## src/rtl/spi_load_sequencer_pkg.sv

```systemverilog
// Shared widths, cache sizes, FSM encoding and the per-target address range check
// for the SPI cache loader.
package spi_load_sequencer_pkg;

  localparam int DATA_W  = 8;
  localparam int ADDR_W  = 4;
  localparam int FRAME_W = DATA_W + ADDR_W;
  localparam int IMEM_SZ = 16;
  localparam int DMEM_SZ = 9;
  localparam int CNT_W   = 4;
  localparam int FCNT_W  = 5;

  typedef enum logic [1:0] {
    ST_IDLE    = 2'b00,
    ST_SHIFT_I = 2'b01,
    ST_SHIFT_D = 2'b10,
    ST_ABORT   = 2'b11
  } state_e;

  function automatic logic addr_in_range(input logic is_dcache, input logic [ADDR_W-1:0] addr);
    int lim;
    lim = is_dcache ? DMEM_SZ : IMEM_SZ;
    return int'(addr) < lim;
  endfunction

endpackage

```

## src/rtl/spi_frame_deser.sv

```systemverilog
// MSB-first frame deserialiser: shift register, mod-FRAME_W bit counter and a
// combinational frame_done flag for the cycle that samples the last bit.
module spi_frame_deser
  import spi_load_sequencer_pkg::*;
(
  input  logic               clk,
  input  logic               rst,
  input  logic               shift_en_i,
  input  logic               clr_i,
  input  logic               mosi_i,
  output logic [CNT_W-1:0]   bit_cnt_o,
  output logic [FRAME_W-1:0] frame_o,
  output logic               frame_done_o
);

  localparam logic [CNT_W-1:0] LAST_BIT = CNT_W'(FRAME_W - 1);

  logic [FRAME_W-2:0] sreg_q, sreg_d;
  logic [CNT_W-1:0]   cnt_q, cnt_d;

  // The completed frame includes the bit being sampled this cycle.
  assign frame_o      = {sreg_q, mosi_i};
  assign frame_done_o = shift_en_i && !clr_i && (cnt_q == LAST_BIT);
  assign bit_cnt_o    = cnt_q;

  always_comb begin
    sreg_d = sreg_q;
    cnt_d  = cnt_q;
    if (clr_i) begin
      sreg_d = '0;
      cnt_d  = '0;
    end else if (shift_en_i) begin
      sreg_d = frame_o[FRAME_W-2:0];
      cnt_d  = (cnt_q == LAST_BIT) ? '0 : cnt_q + CNT_W'(1);
    end
  end

  always_ff @(posedge clk or posedge rst) begin
    if (rst) begin
      sreg_q <= '0;
      cnt_q  <= '0;
    end else begin
      sreg_q <= sreg_d;
      cnt_q  <= cnt_d;
    end
  end

endmodule

```

## src/rtl/spi_load_sequencer.sv

```systemverilog
// SPI-slave cache loader: select arbitration FSM, one-cycle commit strobes with
// range check, sticky error flags and the per-load committed frame counter.
module spi_load_sequencer
  import spi_load_sequencer_pkg::*;
(
  input  logic              clk,
  input  logic              rst,
  input  logic              mosi_in,
  input  logic              csi_n_in,
  input  logic              csd_n_in,
  input  logic              err_clr_in,
  output logic              icache_wen_out,
  output logic              dcache_wen_out,
  output logic [ADDR_W-1:0] wr_addr_out,
  output logic [DATA_W-1:0] wr_data_out,
  output logic              load_busy_out,
  output logic              frame_err_out,
  output logic              addr_err_out,
  output logic [FCNT_W-1:0] frame_cnt_out
);

  state_e             state_q, state_d;
  logic [FRAME_W-1:0] hold_q, hold_d;
  logic               pend_q, pend_d;
  logic               tgt_q, tgt_d;
  logic               frame_err_q, frame_err_d;
  logic               addr_err_q, addr_err_d;
  logic [FCNT_W-1:0]  frame_cnt_q, frame_cnt_d;

  logic               shift_en, deser_clr, fe_set, cnt_clr, commit_ok;
  logic [CNT_W-1:0]   bit_cnt;
  logic [FRAME_W-1:0] frame_next;
  logic               frame_done;

  spi_frame_deser u_deser (
    .clk          (clk),
    .rst          (rst),
    .shift_en_i   (shift_en),
    .clr_i        (deser_clr),
    .mosi_i       (mosi_in),
    .bit_cnt_o    (bit_cnt),
    .frame_o      (frame_next),
    .frame_done_o (frame_done)
  );

  assign commit_ok = pend_q && addr_in_range(tgt_q, hold_q[ADDR_W-1:0]);

  always_comb begin
    state_d     = state_q;
    hold_d      = hold_q;
    pend_d      = 1'b0;
    tgt_d       = tgt_q;
    frame_err_d = frame_err_q && !err_clr_in;
    addr_err_d  = addr_err_q && !err_clr_in;
    frame_cnt_d = frame_cnt_q;
    shift_en    = 1'b0;
    deser_clr   = 1'b0;
    fe_set      = 1'b0;
    cnt_clr     = 1'b0;

    if (pend_q) begin
      if (commit_ok) begin
        if (frame_cnt_q != '1) frame_cnt_d = frame_cnt_q + FCNT_W'(1);
      end else begin
        addr_err_d = 1'b1;
      end
    end

    unique case (state_q)
      ST_IDLE: begin
        if (!csi_n_in && csd_n_in) begin
          state_d  = ST_SHIFT_I;
          shift_en = 1'b1;
          cnt_clr  = 1'b1;
        end else if (csi_n_in && !csd_n_in) begin
          state_d  = ST_SHIFT_D;
          shift_en = 1'b1;
          cnt_clr  = 1'b1;
        end else if (!csi_n_in && !csd_n_in) begin
          state_d = ST_ABORT;
          fe_set  = 1'b1;
        end
      end
      ST_SHIFT_I, ST_SHIFT_D: begin
        // Conflict takes priority over a simultaneous deselect of the own select.
        if ((state_q == ST_SHIFT_I) ? !csd_n_in : !csi_n_in) begin
          state_d   = ST_ABORT;
          fe_set    = 1'b1;
          deser_clr = 1'b1;
        end else if ((state_q == ST_SHIFT_I) ? csi_n_in : csd_n_in) begin
          state_d   = ST_IDLE;
          fe_set    = (bit_cnt != '0);
          deser_clr = 1'b1;
        end else begin
          shift_en = 1'b1;
        end
      end
      ST_ABORT: begin
        deser_clr = 1'b1;
        if (csi_n_in && csd_n_in) state_d = ST_IDLE;
      end
      default: state_d = ST_IDLE;
    endcase

    if (frame_done) begin
      hold_d = frame_next;
      pend_d = 1'b1;
      tgt_d  = (state_q == ST_SHIFT_D);
    end
    // A new load restarts the count even if an older commit lands this cycle.
    if (cnt_clr) frame_cnt_d = '0;
    if (fe_set)  frame_err_d = 1'b1;
  end

  always_ff @(posedge clk or posedge rst) begin
    if (rst) begin
      state_q     <= ST_IDLE;
      hold_q      <= '0;
      pend_q      <= 1'b0;
      tgt_q       <= 1'b0;
      frame_err_q <= 1'b0;
      addr_err_q  <= 1'b0;
      frame_cnt_q <= '0;
    end else begin
      state_q     <= state_d;
      hold_q      <= hold_d;
      pend_q      <= pend_d;
      tgt_q       <= tgt_d;
      frame_err_q <= frame_err_d;
      addr_err_q  <= addr_err_d;
      frame_cnt_q <= frame_cnt_d;
    end
  end

  assign icache_wen_out = commit_ok && !tgt_q;
  assign dcache_wen_out = commit_ok && tgt_q;
  assign wr_addr_out    = hold_q[ADDR_W-1:0];
  assign wr_data_out    = hold_q[FRAME_W-1:ADDR_W];
  assign load_busy_out  = (state_q != ST_IDLE) || pend_q;
  assign frame_err_out  = frame_err_q;
  assign addr_err_out   = addr_err_q;
  assign frame_cnt_out  = frame_cnt_q;

endmodule

```

## config.mk

```make
export PLATFORM = sky130hd
export DESIGN_NAME = spi_load_sequencer
export DESIGN_NICKNAME = d
export VERILOG_FILES = /design/src/rtl/spi_load_sequencer_pkg.sv /design/src/rtl/spi_frame_deser.sv /design/src/rtl/spi_load_sequencer.sv
export SDC_FILE = /design/constraint.sdc
export NUM_CORES = 1
export LEC_CHECK = 0
export CAP_MARGIN = 30
export CORE_ASPECT_RATIO = 0.5
export CORE_MARGIN = 2
export CORE_UTILIZATION = 30
export DETAILED_ROUTE_END_ITERATION = 7
export GPL_TIMING_DRIVEN = 0
export SLEW_MARGIN = 5
export SYNTH_ARGS = -nofsm -noshare
export SYNTH_HDL_FRONTEND = slang
export SYNTH_SLANG_ARGS = --single-unit
```

## constraint.sdc

```tcl
create_clock -name clk -period 6.64 [get_ports clk]
set_input_delay 1.992 -clock clk [delete_from_list [all_inputs] [get_ports clk]]
set_output_delay 1.992 -clock clk [all_outputs]
set_load 0.01 [all_outputs]
```

==> results.txt, run 1 <==
Sequential cell count -> 38
Crit path DRT -> 6800 ps
Overall power -> 0.000813 W
Combinational fraction of the cell area -> 34.9%
R2r setup slk -> 4280 ps
Met3 wire len -> 120 um
Post-CTS setup repair buffer count -> 0
Capturing point of the worst reg2reg path -> hold_q[2]
MI comb area -> 851 um2
Worst setup EP type -> register
CTS H-Tree Depth -> 2
TAP cells -> 88
Max Fclk -> 0.233 GHz
CP max FO -> 10
Max-area cell class -> registers
GRT overflow -> 0
Cell Area, Placed -> 2270 um2
Hold crit path type -> reg -> reg
Buf/Inv on CP -> 4
Relative slew slack -> 46.1%
Yosys stat cell total -> 156
Mapped Cells -> 156
Worst EP arrival -> 4460 ps
Final min period -> 4300 ps
DR vias/cell -> 4.71
CTS resizes -> 0
Status -> complete, no violations
Peak per-stage delay on the critical path -> 590 ps
Power per cell area -> 333 nW/um2
Most common cell in the netlist -> dfrtp_1
FP Util -> 31.1%
Initial antenna violation count -> 0
Layout cells sized above 1 -> 15.3%
Mapped Area -> 1890 um2
Crit path depth -> 9
Worst reg2reg path startpoint -> state_q[1]
Top Metal Used -> met4
DR iter-0 viols -> 73
CP Class -> in -> reg
Num CTS Buffers -> 5
Final-layout clock-cell area share -> 6.92%
Fillers -> 580
Yosys stat chip area -> 1890 um2
Comb gates -> 100
EDFF count, synth -> 0
N_diodes -> 0
VDD IR max -> 0.124 mV
DRT Pass-1 Iters -> 4
GR Layer Usage met1 -> 16.3%
End of the critical path -> hold_q[2]
CP max stage cell -> clkdlybuf4s50_1
Fin. max-slew vios -> 0
Synth cell count leaders -> dfrtp_1 (38), inv_1 (14), a22o_1 (13)
Critical path launch point type -> input port
Cell Type Count -> 37
Slew @ Worst Pin -> 808 ps
Largest net degree at the start of global routing -> 39
Dominant cell area share -> 50.3%
Cell area leaders -> dfrtp_1 (50%), ha_1 (7.9%), mux2_4 (7.1%), a22o_1 (6.0%), mux2_2 (3.6%)
Yosys reg bits -> 38
Met2 Wirelength -> 1620 um
Clk_skew -> 2.03 ps
Latency at later pin -> 280 ps
## run 1: registers in the layout, indices dropped and copies added (netlist names)
name / cells
hold_q: 12
frame_err_out: 1
u_deser.sreg_q: 11
frame_cnt_out: 5
u_deser.bit_cnt_o: 4
pend_q: 1
tgt_q: 1
addr_err_out: 1
state_q: 2
## run 1: cells by family after synthesis
family / after synthesis / share of synthesized area (%)
xor gates and xnor gates: 2 / 0.927
adders and majority gates: 12 / 7.94
muxes: 16 / 11.3
DFF: 38 / 50.3
buffers and inverters: 18 / 4.70
AOI/OAI and AO/OA: 33 / 14.4
and+or+nand+nor: 37 / 10.5
## run 1: report_power, final
part / switching, W / internal, W / total, W
Sequential: 0.0000235 / 0.000257 / 0.000281
Combinational: 0.000153 / 0.000105 / 0.000257
Clock: 0.0000893 / 0.000185 / 0.000275
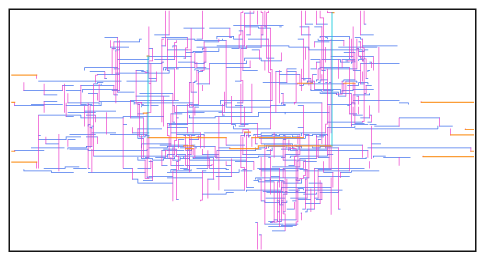
Fig. 1. Wiring by layer (run 1).
Scale: 4 px per um.
[orange] met3 | wire length: 120 um
[magenta] met2 | wire length: 1620 um
[cyan] met4 | wire length: 53.7 um
[blue] met1 | wire length: 1990 um
GRT Total Usage: 12.2%
routed vias: 1308
WL final: 3780 um
Routed WL per cell: 13.6 um

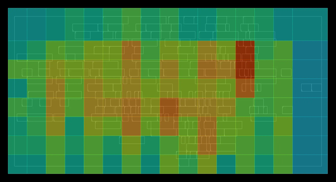
Fig. 2. Congestion heat map (run 1).
busiest grt layer: met2
fin util: 40.1%
M2 GR Usage: 19.4%

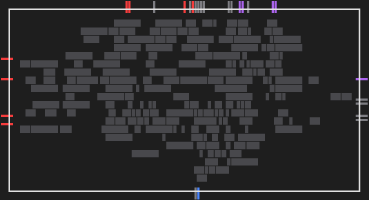
Fig. 3. Pin map (run 1).
Scale: 3 px per um. Pins as bars across the die edge, other pins in gray.
[purple] frame_cnt_out | pins: 5 | direction: output | edge: 4 north, 1 east
[blue] csi_n_in | pins: 1 | direction: input | edge: south
[red] wr_data_out | pins: 8 | direction: output | edge: 4 north, 4 west
Die Y: 60.1 um
width of the chip: 116 um

==> inputs of run 2 (changes only) <==
Clock period 6.64 ns to 4.3 ns, I/O delays scaled along.
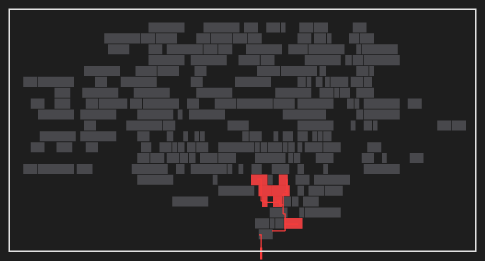
Fig. 4. Wires at chosen ports, followed through buffers (run 2).
Scale: 4 px per um.
[red] csi_n_in | bits: 1 | direction: input | edge: south | end cells: 7 | wire: 39.1 um
top-level I/O count: 28
# port buffers: 27

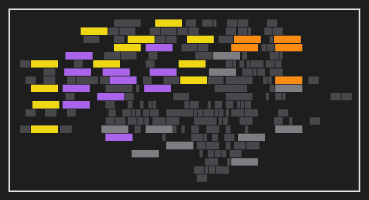
Fig. 5. Sequential cells grouped by signal name (run 2).
Scale: 3 px per um. Other sequential cells in the stronger gray, the rest of the logic in the fainter gray.
[purple] u_deser.sreg_q | flops: 11
[orange] frame_cnt_out | flops: 5 | where: north-east
[yellow] hold_q | flops: 12
area taken by flip-flops and latches: 951 um2
Seq. pwr: 0.000434 W
Seq area share: 39.0%

==> run 2 against run 1 <==
Against the previous run:
- worst hold slack did not move
- sequential share of layout area stayed put
- cell area did not move
- clock skew is the same
- first-iteration DRC count did not move
- power up 54%
- final cell count did not move
- non-clock buffer count is the same
==> results.txt, run 2 <==
VDD IR max -> 0.192 mV (+54%)
Routed WL per cell -> 13.6 um (unchanged)
Warning total across the stage logs -> 33
Worst setup EP type -> register
Routed vias -> 1308 (unchanged)
Worst EP arrival -> 3760 ps (-700 ps)
GRT Total Usage -> 12.2% (unchanged)
Mapped Cells -> 156 (unchanged)
Fin. max-slew vios -> 0 (unchanged)
Slew @ Worst Pin -> 808 ps (unchanged)
CTS resizes -> 0 (unchanged)
Seq pwr share -> 34.5% (about the same)
CTS H-Tree Depth -> 2 (unchanged)
Logic family by area -> AND-OR/OR-AND gates
CP Class -> in -> reg
Fillers -> 580 (unchanged)
End of the critical path -> hold_q[2]
Buf/Inv on CP -> 4 (unchanged)
R2r setup slk -> 1940 ps (-2340 ps)
Clk_skew -> 2.03 ps (unchanged)
Post-CTS setup repair buffer count -> 0 (unchanged)
Synth cell count leaders -> dfrtp_1 (38), inv_1 (14), a22o_1 (13)
Status -> complete, no violations
DRT Pass-1 Iters -> 4 (unchanged)
Latency at later pin -> 280 ps (about the same)
Dominant cell area share -> 50.3% (unchanged)
Largest register FFs -> 12 (unchanged)
Multiplexer share -> 11.3% (unchanged)
Comb power frac -> 31.7% (about the same)
Layout cells sized above 1 -> 15.3% (unchanged)
Basic Gates by Area -> 10.5% (unchanged)
Peak per-stage delay on the critical path -> 590 ps (about the same)
Yosys xor share -> 0.927% (unchanged)
Yosys stat cell total -> 156 (unchanged)
MI comb area -> 851 um2 (unchanged)
Sw Pwr -> 0.000410 W (+54%)
Vias in the first global route -> 1411
N_diodes -> 0 (unchanged)
Initial antenna violation count -> 0 (unchanged)
Max Fclk -> 0.278 GHz
GRT overflow -> 0 (unchanged)
Crit path DRT -> 4460 ps (-2340 ps)
WL final -> 3780 um (unchanged)
Top reg by flops -> hold_q
Crit path depth -> 9 (unchanged)
CP max stage cell -> clkdlybuf4s50_1
Comb power -> 0.000398 W (+55%)
Adder Area Share -> 7.94% (unchanged)
Most common cell in the netlist -> dfrtp_1
Hold crit path type -> reg -> reg
Largest net degree at the start of global routing -> 39 (unchanged)
Clock power frac -> 33.8% (about the same)
Power per cell area -> 514 nW/um2 (+54%)
Yosys stat chip area -> 1890 um2 (unchanged)
Num CTS Buffers -> 5 (unchanged)
Cell Type Count -> 37 (unchanged)
Cell area leaders -> dfrtp_1 (50%), ha_1 (7.9%), mux2_4 (7.1%), a22o_1 (6.0%), mux2_2 (3.6%)
Capturing point of the worst reg2reg path -> hold_q[2]
CP max FO -> 10 (unchanged)
Clk pwr -> 0.000424 W (+54%)
Relative slew slack -> 46.1% (unchanged)
FP Util -> 31.1% (unchanged)
DR vias/cell -> 4.71 (unchanged)
Yosys reg bits -> 38 (unchanged)
Mapped Area -> 1890 um2 (unchanged)
Final min period -> 3600 ps
EDFF count, synth -> 0 (unchanged)
AND-OR/OR-AND Cells, Area Fraction -> 14.4% (unchanged)
Int Pwr -> 0.000845 W (+54%)
DR iter-0 viols -> 73 (unchanged)
run 2: metrics by stage:
step                setup slack, ps  util [%]  cell area (um2)  total power (W)
global route                    552      40.1             2440          0.00134
finish                          704      40.1             2440          0.00126
detailed placement              426      37.3             2270         0.000837
global placement                448      37.3             2270         0.000829
floorplan                      1370         -             1890         0.000721
CTS                             711      40.1             2440          0.00127
run 2: layer usage:
metal	part of all wire, %	global-route usage [%]
met3	3.2	3.25
met2	43	19.4
met1	53	16.3
met5	0	0
met4	1.4	4.59
run 2: cell type report:
type	count	share of cell area, %
flip-flops and latches	38	39.0
multi-input cells	100	34.9
repair buffers	27	11.1
clock buffers	6	5.69
well taps	88	4.51
inverters	14	2.15
plain buffers	4	1.49
clock inverters	1	1.23
Fig. 6: run 2, congestion heat map
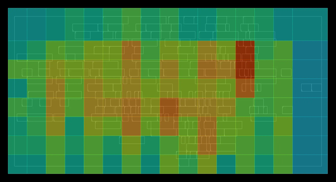

==> inputs of run 3 (changes only) <==
Clock period 4.3 ns to 3.4 ns, I/O delays scaled along.
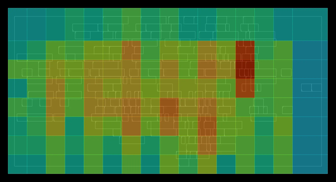
Fig. 7. Congestion heat map (run 3).
Routed WL per cell: 13.6 um
met3 Use GR: 3.25%
fin util: 40.5%
GR Layer Usage met1: 16.3%

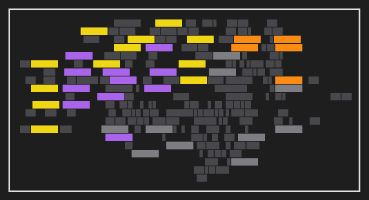
Fig. 8. Sequential cells grouped by signal name (run 3).
Scale: 3 px per um. Other sequential cells in the stronger gray, the rest of the logic in the fainter gray.
[purple] u_deser.sreg_q | flops: 11
[orange] frame_cnt_out | flops: 5 | where: north-east
[yellow] hold_q | flops: 12
not colored: 10
Seq area share: 38.6%
Seq. pwr: 0.000548 W

==> run 3 against run 2 <==
Against the previous run:
- combinational power rose by 35%
- count of clock-buffer cells in the layout is the same
- die area unchanged
- routed wire length is 1.1% higher
- critical path type unchanged
- largest cell class unchanged
- largest power group unchanged
==> results.txt, run 3 <==
Cell Area, Placed -> 2270 um2 (unchanged)
DRT Pass-1 Iters -> 4 (unchanged)
Yosys reg bits -> 38 (unchanged)
# port buffers -> 27 (unchanged)
Wl on met1 -> 2000 um (+0.70%)
MI comb area -> 853 um2 (+0.29%)
Comb power frac -> 33.2% (+1.5 points)
Int Pwr -> 0.00110 W (+30%)
Slew @ Worst Pin -> 809 ps (+1.04 ps)
Largest register FFs -> 12 (unchanged)
Comb power -> 0.000539 W (+35%)
FP Util -> 31.1% (unchanged)
Num CTS Buffers -> 5 (unchanged)
Status -> complete, no violations
Post-route cell area -> 2460 um2 (+1.0%)
CP max FO -> 10 (unchanged)
Crit path depth -> 9 (unchanged)
Most common cell in the netlist -> dfrtp_1
Warning total across the stage logs -> 33 (unchanged)
Sw Pwr -> 0.000529 W (+29%)
Worst setup EP type -> register
Crit path DRT -> 3560 ps (-900 ps)
Hold crit path type -> reg -> reg
Synth cell count leaders -> dfrtp_1 (38), inv_1 (14), a22o_1 (13)
CP max stage cell -> clkdlybuf4s50_1
R2r setup slk -> 1110 ps (-830 ps)
Mapped Area -> 1890 um2 (unchanged)
Worst EP arrival -> 3370 ps (-390 ps)
Fillers -> 580 (unchanged)
Clk pwr -> 0.000537 W (+27%)
Relative slew slack -> 46.0% (-0.070 points)
Fin. max-slew vios -> 0 (unchanged)
Cell area leaders -> dfrtp_1 (50%), ha_1 (7.9%), mux2_4 (7.1%), a22o_1 (6.0%), mux2_2 (3.6%)
Met3 wire len -> 117 um (-2.5%)
Cell Type Count -> 37 (unchanged)
Layout cells sized above 1 -> 17.1% (+1.8 points)
Power per cell area -> 659 nW/um2 (+28%)
Busiest grt layer -> met2
Peak per-stage delay on the critical path -> 590 ps (about the same)
Clk_skew -> 2.16 ps (+0.132 ps)
run 3: cell counts after synthesis:
No cell type changed its count.
run 3: layout make-up:
type / count / area share [%]
sequential: 38 / 38.6
multi-input combinational: 100 / 34.6
timing repair buffer: 30 / 11.9
clock buffer: 6 / 5.63
tap: 88 / 4.47
inverter: 14 / 2.13
buffer: 4 / 1.47
clock inverter: 1 / 1.22
run 3: kinds of logic (layout without fill, tap and decap cells):
kind of cell | count (synthesis) | after routing | synth area share [%]
buffers and inverters | 18 | 55 | 4.70
flip-flops | 38 | 38 | 50.3
multiplexers | 16 | 16 | 11.3
AND-OR/OR-AND | 33 | 33 | 14.4
XOR/XNOR | 2 | 2 | 0.927
adder cells (fa/ha/maj) | 12 | 12 | 7.94
AND/OR/NAND/NOR | 37 | 37 | 10.5
Power is estimated from default activity; no workload was simulated.
